**config.mk**
```make
export PLATFORM = sky130hd
export DESIGN_NAME = accum_cpu_core
export DESIGN_NICKNAME = d
export VERILOG_FILES = /design/src/rtl/accum_cpu_core.sv
export SDC_FILE = /design/constraint.sdc
export NUM_CORES = 1
export LEC_CHECK = 0
export ABC_AREA = 0
export CORE_ASPECT_RATIO = 1.75
export CORE_UTILIZATION = 52
export CTS_CLUSTER_SIZE = 12
export DETAILED_ROUTE_END_ITERATION = 16
export PLACE_DENSITY = 0.9
export SLEW_MARGIN = 20
export SYNTH_ARGS = -nofsm -noshare
export SYNTH_HDL_FRONTEND = slang
export SYNTH_SLANG_ARGS = --single-unit
```
**constraint.sdc**
```tcl
create_clock -name clk -period 3.4 [get_ports clk]
set_clock_uncertainty 0.05 [all_clocks]
set_input_delay 0.68 -clock clk [delete_from_list [all_inputs] [get_ports clk]]
set_output_delay 0.68 -clock clk [all_outputs]
set_load 0.02 [all_outputs]
```
**src/rtl/accum_cpu_core.sv**
```systemverilog
// ============================================================================
// Module   : accum_cpu_core
// Brief    : Parametrised accumulator CPU core with a req/ack single-port
//            memory interface. Optional macro ACCUM_INDIRECT_EN adds LOADI/JUMPI.
// Revision : 1.0 - initial release
// ============================================================================
`default_nettype none

module accum_cpu_core #(
  parameter int DATA_WIDTH = 16,
  parameter int ADDR_WIDTH = 12,
  parameter logic [ADDR_WIDTH-1:0] RESET_PC = 'h100
) (
  input  logic                  clk,
  input  logic                  rst_n,
  output logic                  mem_req,
  output logic                  mem_we,
  output logic [ADDR_WIDTH-1:0] mem_addr,
  output logic [DATA_WIDTH-1:0] mem_wdata,
  input  logic [DATA_WIDTH-1:0] mem_rdata,
  input  logic                  mem_ack,
  output logic [ADDR_WIDTH-1:0] pc,
  output logic [DATA_WIDTH-1:0] ac,
  output logic                  halted,
  output logic                  retire
);

  localparam int DW = DATA_WIDTH;
  localparam int AW = ADDR_WIDTH;

  localparam logic [3:0] c_op_load  = 4'b0001;
  localparam logic [3:0] c_op_store = 4'b0010;
  localparam logic [3:0] c_op_add   = 4'b0011;
  localparam logic [3:0] c_op_sub   = 4'b0100;
  localparam logic [3:0] c_op_and   = 4'b0101;
  localparam logic [3:0] c_op_or    = 4'b0110;
  localparam logic [3:0] c_op_halt  = 4'b0111;
  localparam logic [3:0] c_op_skip  = 4'b1000;
  localparam logic [3:0] c_op_jump  = 4'b1001;
  localparam logic [3:0] c_op_clear = 4'b1010;
`ifdef ACCUM_INDIRECT_EN
  localparam logic [3:0] c_op_loadi = 4'b1011;
  localparam logic [3:0] c_op_jumpi = 4'b1100;
`endif

  typedef enum logic [2:0] {
    S_FETCH  = 3'd0,
    S_DECODE = 3'd1,
    S_RD     = 3'd2,
    S_EXEC   = 3'd3,
    S_WR     = 3'd4,
    S_HALT   = 3'd5
`ifdef ACCUM_INDIRECT_EN
    , S_IND  = 3'd6
`endif
  } state_t;

  state_t          r_state, w_state_nxt;
  logic [AW-1:0]   r_pc, w_pc_nxt;
  logic [DW-1:0]   r_ac, w_ac_nxt;
  logic [DW-1:0]   r_ir, w_ir_nxt;
  logic [DW-1:0]   r_mbr, w_mbr_nxt;
  logic            r_req, r_we, r_halted, r_retire, w_retire_nxt;
  logic [AW-1:0]   r_addr, w_addr_nxt;
  logic [DW-1:0]   r_wdata;
  logic            w_xfer, w_nxt_mem, w_skip;
  logic [3:0]      w_opcode;
  logic [1:0]      w_cond;
  logic [AW-1:0]   w_operand;

  assign w_xfer    = r_req & mem_ack;
  assign w_opcode  = r_ir[DW-1:DW-4];
  assign w_cond    = r_ir[DW-5:DW-6];
  assign w_operand = AW'(r_ir[DW-5:0]);

  always_comb begin
    w_skip = 1'b0;
    case (w_cond)
      2'b00:   w_skip = r_ac[DW-1];
      2'b01:   w_skip = (r_ac == '0);
      2'b10:   w_skip = !r_ac[DW-1] && (r_ac != '0);
      default: w_skip = 1'b0;
    endcase
  end

  always_comb begin
    w_state_nxt  = r_state;
    w_pc_nxt     = r_pc;
    w_ac_nxt     = r_ac;
    w_ir_nxt     = r_ir;
    w_mbr_nxt    = r_mbr;
    w_retire_nxt = 1'b0;
    case (r_state)
      S_FETCH: begin
        if (w_xfer) begin
          w_ir_nxt    = mem_rdata;
          w_pc_nxt    = r_pc + 1'b1;
          w_state_nxt = S_DECODE;
        end
      end
      S_DECODE: begin
        case (w_opcode)
          c_op_load, c_op_add, c_op_sub, c_op_and, c_op_or: w_state_nxt = S_RD;
`ifdef ACCUM_INDIRECT_EN
          c_op_loadi, c_op_jumpi: w_state_nxt = S_RD;
`endif
          c_op_store: w_state_nxt = S_WR;
          c_op_halt: begin
            // pc already points past the halt; back it up so it shows the halt address
            w_pc_nxt     = r_pc - 1'b1;
            w_state_nxt  = S_HALT;
            w_retire_nxt = 1'b1;
          end
          c_op_skip: begin
            if (w_skip) w_pc_nxt = r_pc + 1'b1;
            w_state_nxt  = S_FETCH;
            w_retire_nxt = 1'b1;
          end
          c_op_jump: begin
            w_pc_nxt     = w_operand;
            w_state_nxt  = S_FETCH;
            w_retire_nxt = 1'b1;
          end
          c_op_clear: begin
            w_ac_nxt     = '0;
            w_state_nxt  = S_FETCH;
            w_retire_nxt = 1'b1;
          end
          default: begin
            w_state_nxt  = S_FETCH;
            w_retire_nxt = 1'b1;
          end
        endcase
      end
      S_RD: begin
        if (w_xfer) begin
          w_mbr_nxt   = mem_rdata;
          w_state_nxt = S_EXEC;
`ifdef ACCUM_INDIRECT_EN
          if (w_opcode == c_op_jumpi) begin
            w_pc_nxt     = AW'(mem_rdata);
            w_state_nxt  = S_FETCH;
            w_retire_nxt = 1'b1;
          end else if (w_opcode == c_op_loadi) begin
            w_state_nxt = S_IND;
          end
`endif
        end
      end
`ifdef ACCUM_INDIRECT_EN
      S_IND: begin
        if (w_xfer) begin
          w_mbr_nxt   = mem_rdata;
          w_state_nxt = S_EXEC;
        end
      end
`endif
      S_EXEC: begin
        case (w_opcode)
          c_op_add: w_ac_nxt = r_ac + r_mbr;
          c_op_sub: w_ac_nxt = r_ac - r_mbr;
          c_op_and: w_ac_nxt = r_ac & r_mbr;
          c_op_or:  w_ac_nxt = r_ac | r_mbr;
          default:  w_ac_nxt = r_mbr;
        endcase
        w_state_nxt  = S_FETCH;
        w_retire_nxt = 1'b1;
      end
      S_WR: begin
        if (w_xfer) begin
          w_state_nxt  = S_FETCH;
          w_retire_nxt = 1'b1;
        end
      end
      default: ;
    endcase
  end

  // Bus outputs are registered from the next state so they change only on the
  // edge that enters a memory state, and stay put while waiting for ack.
  always_comb begin
    w_nxt_mem  = 1'b0;
    w_addr_nxt = r_addr;
    case (w_state_nxt)
      S_FETCH: begin w_nxt_mem = 1'b1; w_addr_nxt = w_pc_nxt;  end
      S_RD:    begin w_nxt_mem = 1'b1; w_addr_nxt = w_operand; end
      S_WR:    begin w_nxt_mem = 1'b1; w_addr_nxt = w_operand; end
`ifdef ACCUM_INDIRECT_EN
      S_IND:   begin w_nxt_mem = 1'b1; w_addr_nxt = AW'(w_mbr_nxt); end
`endif
      default: ;
    endcase
  end

  always_ff @(posedge clk or negedge rst_n) begin
    if (!rst_n) begin
      r_state  <= S_FETCH;
      r_pc     <= RESET_PC;
      r_ac     <= '0;
      r_ir     <= '0;
      r_mbr    <= '0;
      r_req    <= 1'b0;
      r_we     <= 1'b0;
      r_addr   <= '0;
      r_wdata  <= '0;
      r_halted <= 1'b0;
      r_retire <= 1'b0;
    end else begin
      r_state  <= w_state_nxt;
      r_pc     <= w_pc_nxt;
      r_ac     <= w_ac_nxt;
      r_ir     <= w_ir_nxt;
      r_mbr    <= w_mbr_nxt;
      r_halted <= (w_state_nxt == S_HALT);
      r_retire <= w_retire_nxt;
      // A completing transfer always forces one idle cycle before the next request
      r_req    <= w_nxt_mem && !w_xfer;
      r_we     <= w_nxt_mem && (w_state_nxt == S_WR);
      if (w_nxt_mem) begin
        r_addr  <= w_addr_nxt;
        r_wdata <= w_ac_nxt;
      end
    end
  end

  assign mem_req   = r_req;
  assign mem_we    = r_we;
  assign mem_addr  = r_addr;
  assign mem_wdata = r_wdata;
  assign pc        = r_pc;
  assign ac        = r_ac;
  assign halted    = r_halted;
  assign retire    = r_retire;

endmodule

`default_nettype wire

```
Fig. 1: routed metal, one colour a layer
Drawn at 2 px/um.
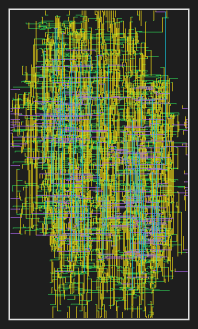
M4: drawn in cyan, wire length 1,870 um. M3: drawn in purple, wire length 2,090 um. M1: drawn in green, wire length 7,590 um. M2: drawn in yellow, wire length 11,600 um.
GRT Resource Usage Total: 35.4%
post-DR wirelength/cell: 21.0 um
wire length reported by the detailed router: 23,200 um
overall via count from detail_route: 7,337

==> job_summary.md <==
## Implementation flow summary

| Metric | Value |
|---|---|
| Run status | finished, final reports clean |
| Setup tns final | 0 ns |
| HPWL reported at the end of detailed placement | 16,600 um |
| Warnings from Yosys | 0 |
| Area grow syn2layout | 21.1% |
| Total count of hold-check failures in the final report | 0 |
| Number of logic gates | 683 |
| Final weighted congestion in routability-driven placement | 1.03 |
| First-pass GRT wire length | 36,800 um |
| Worst reg2reg startpoint | r_mbr[2] |
| GRT overflow | 0 |
| Area taken by multi-input logic gates | 0.00428 mm^2 |
| Via count of the first global-routing pass | 7,123 |
| ANT cells | 0 |
| Top comb family, area | AND-OR/OR-AND gates |
| Overall power consumption | 9780 uW |
| Number of design rule violations left after detail routing | 0 |
| H-tree Lvls | 3 |
| Pwr per Cell Area | 1170 mW/mm^2 |
| Slowest library cell on the worst path | or4b_2 |
| Fraction of final layout cells sized beyond drive strength 1 | 12.4% |
| Lkg Pwr | 0.00355 uW |
| Largest delay contributor family on the critical path | simple AND/OR/NAND/NOR gates |
| Cell with the most instances after synthesis | nand2_1 |
| Leading cell category by total area | combinational gates |
| Most common cell after layout, fill and taps aside | nand2_1 |
| Top logic cells by instance count in the layout | nand2_1 (131), dfrtp_1 (93), clkdlybuf4s50_1 (77) |
| CTS tree | done |
| Tally of non-filler cells in the final layout | 1,101 |
| Clock buffer count from CTS | 9 |
| Startpoint type of the worst setup path | flip-flop |
| MaxCap Viol Count | 0 |
| Cell total in the yosys stat output | 852 |
| Width of the chip | 89.0 um |
| Non-Clock Inverter Count | 12 |
| Post-CTS setup repair buffer count | 0 |
Fig. 2: signal wires on met3
Drawn at 4 px/um.
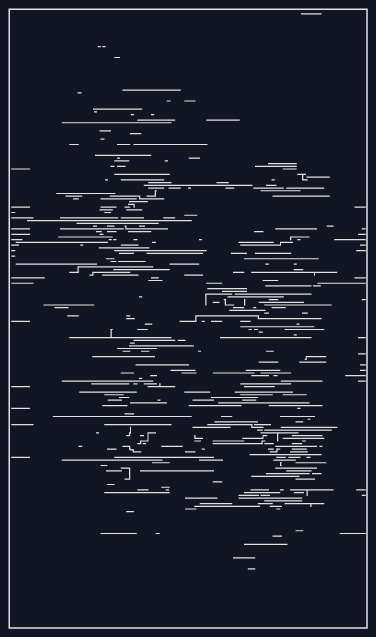
The layer carries 2,090 um of wire. The wires run mostly horizontal.
met3 Resource Use GR: 6.78%

==> worst max-delay path by stage <==
stage / startpoint / endpoint / cells past startpoint
after global placement: r_mbr[1] / ac[12] / 14
after detailed placement: r_mbr[1] / ac[12] / 14
after CTS: r_mbr[3] / ac[12] / 13
final: r_mbr[2] / ac[12] / 13
after floorplan: r_ir[12] / ac[12] / 13
after global routing: r_mbr[2] / mem_wdata[15] / 13
==> routing by layer <==
layer  wire length (um)  vias to the layer above  global-route usage (%)
li1                   -                     3247                       -
met1               7590                     3399                    39.1
met2              11600                      526                    59.0
met3               2090                      165                    6.78
met4               1870                        0                    25.5
met5                  0                        -                       0
==> power breakdown <==
group          leakage, uW  switching [uW]  internal [uW]
Sequential         0.00120             766           1630
Combinational      0.00221            3630           2720
Clock             0.000144             461            576
Total              0.00355            4860           4920
No activity file was given, so power comes from the tool's default toggle rates.
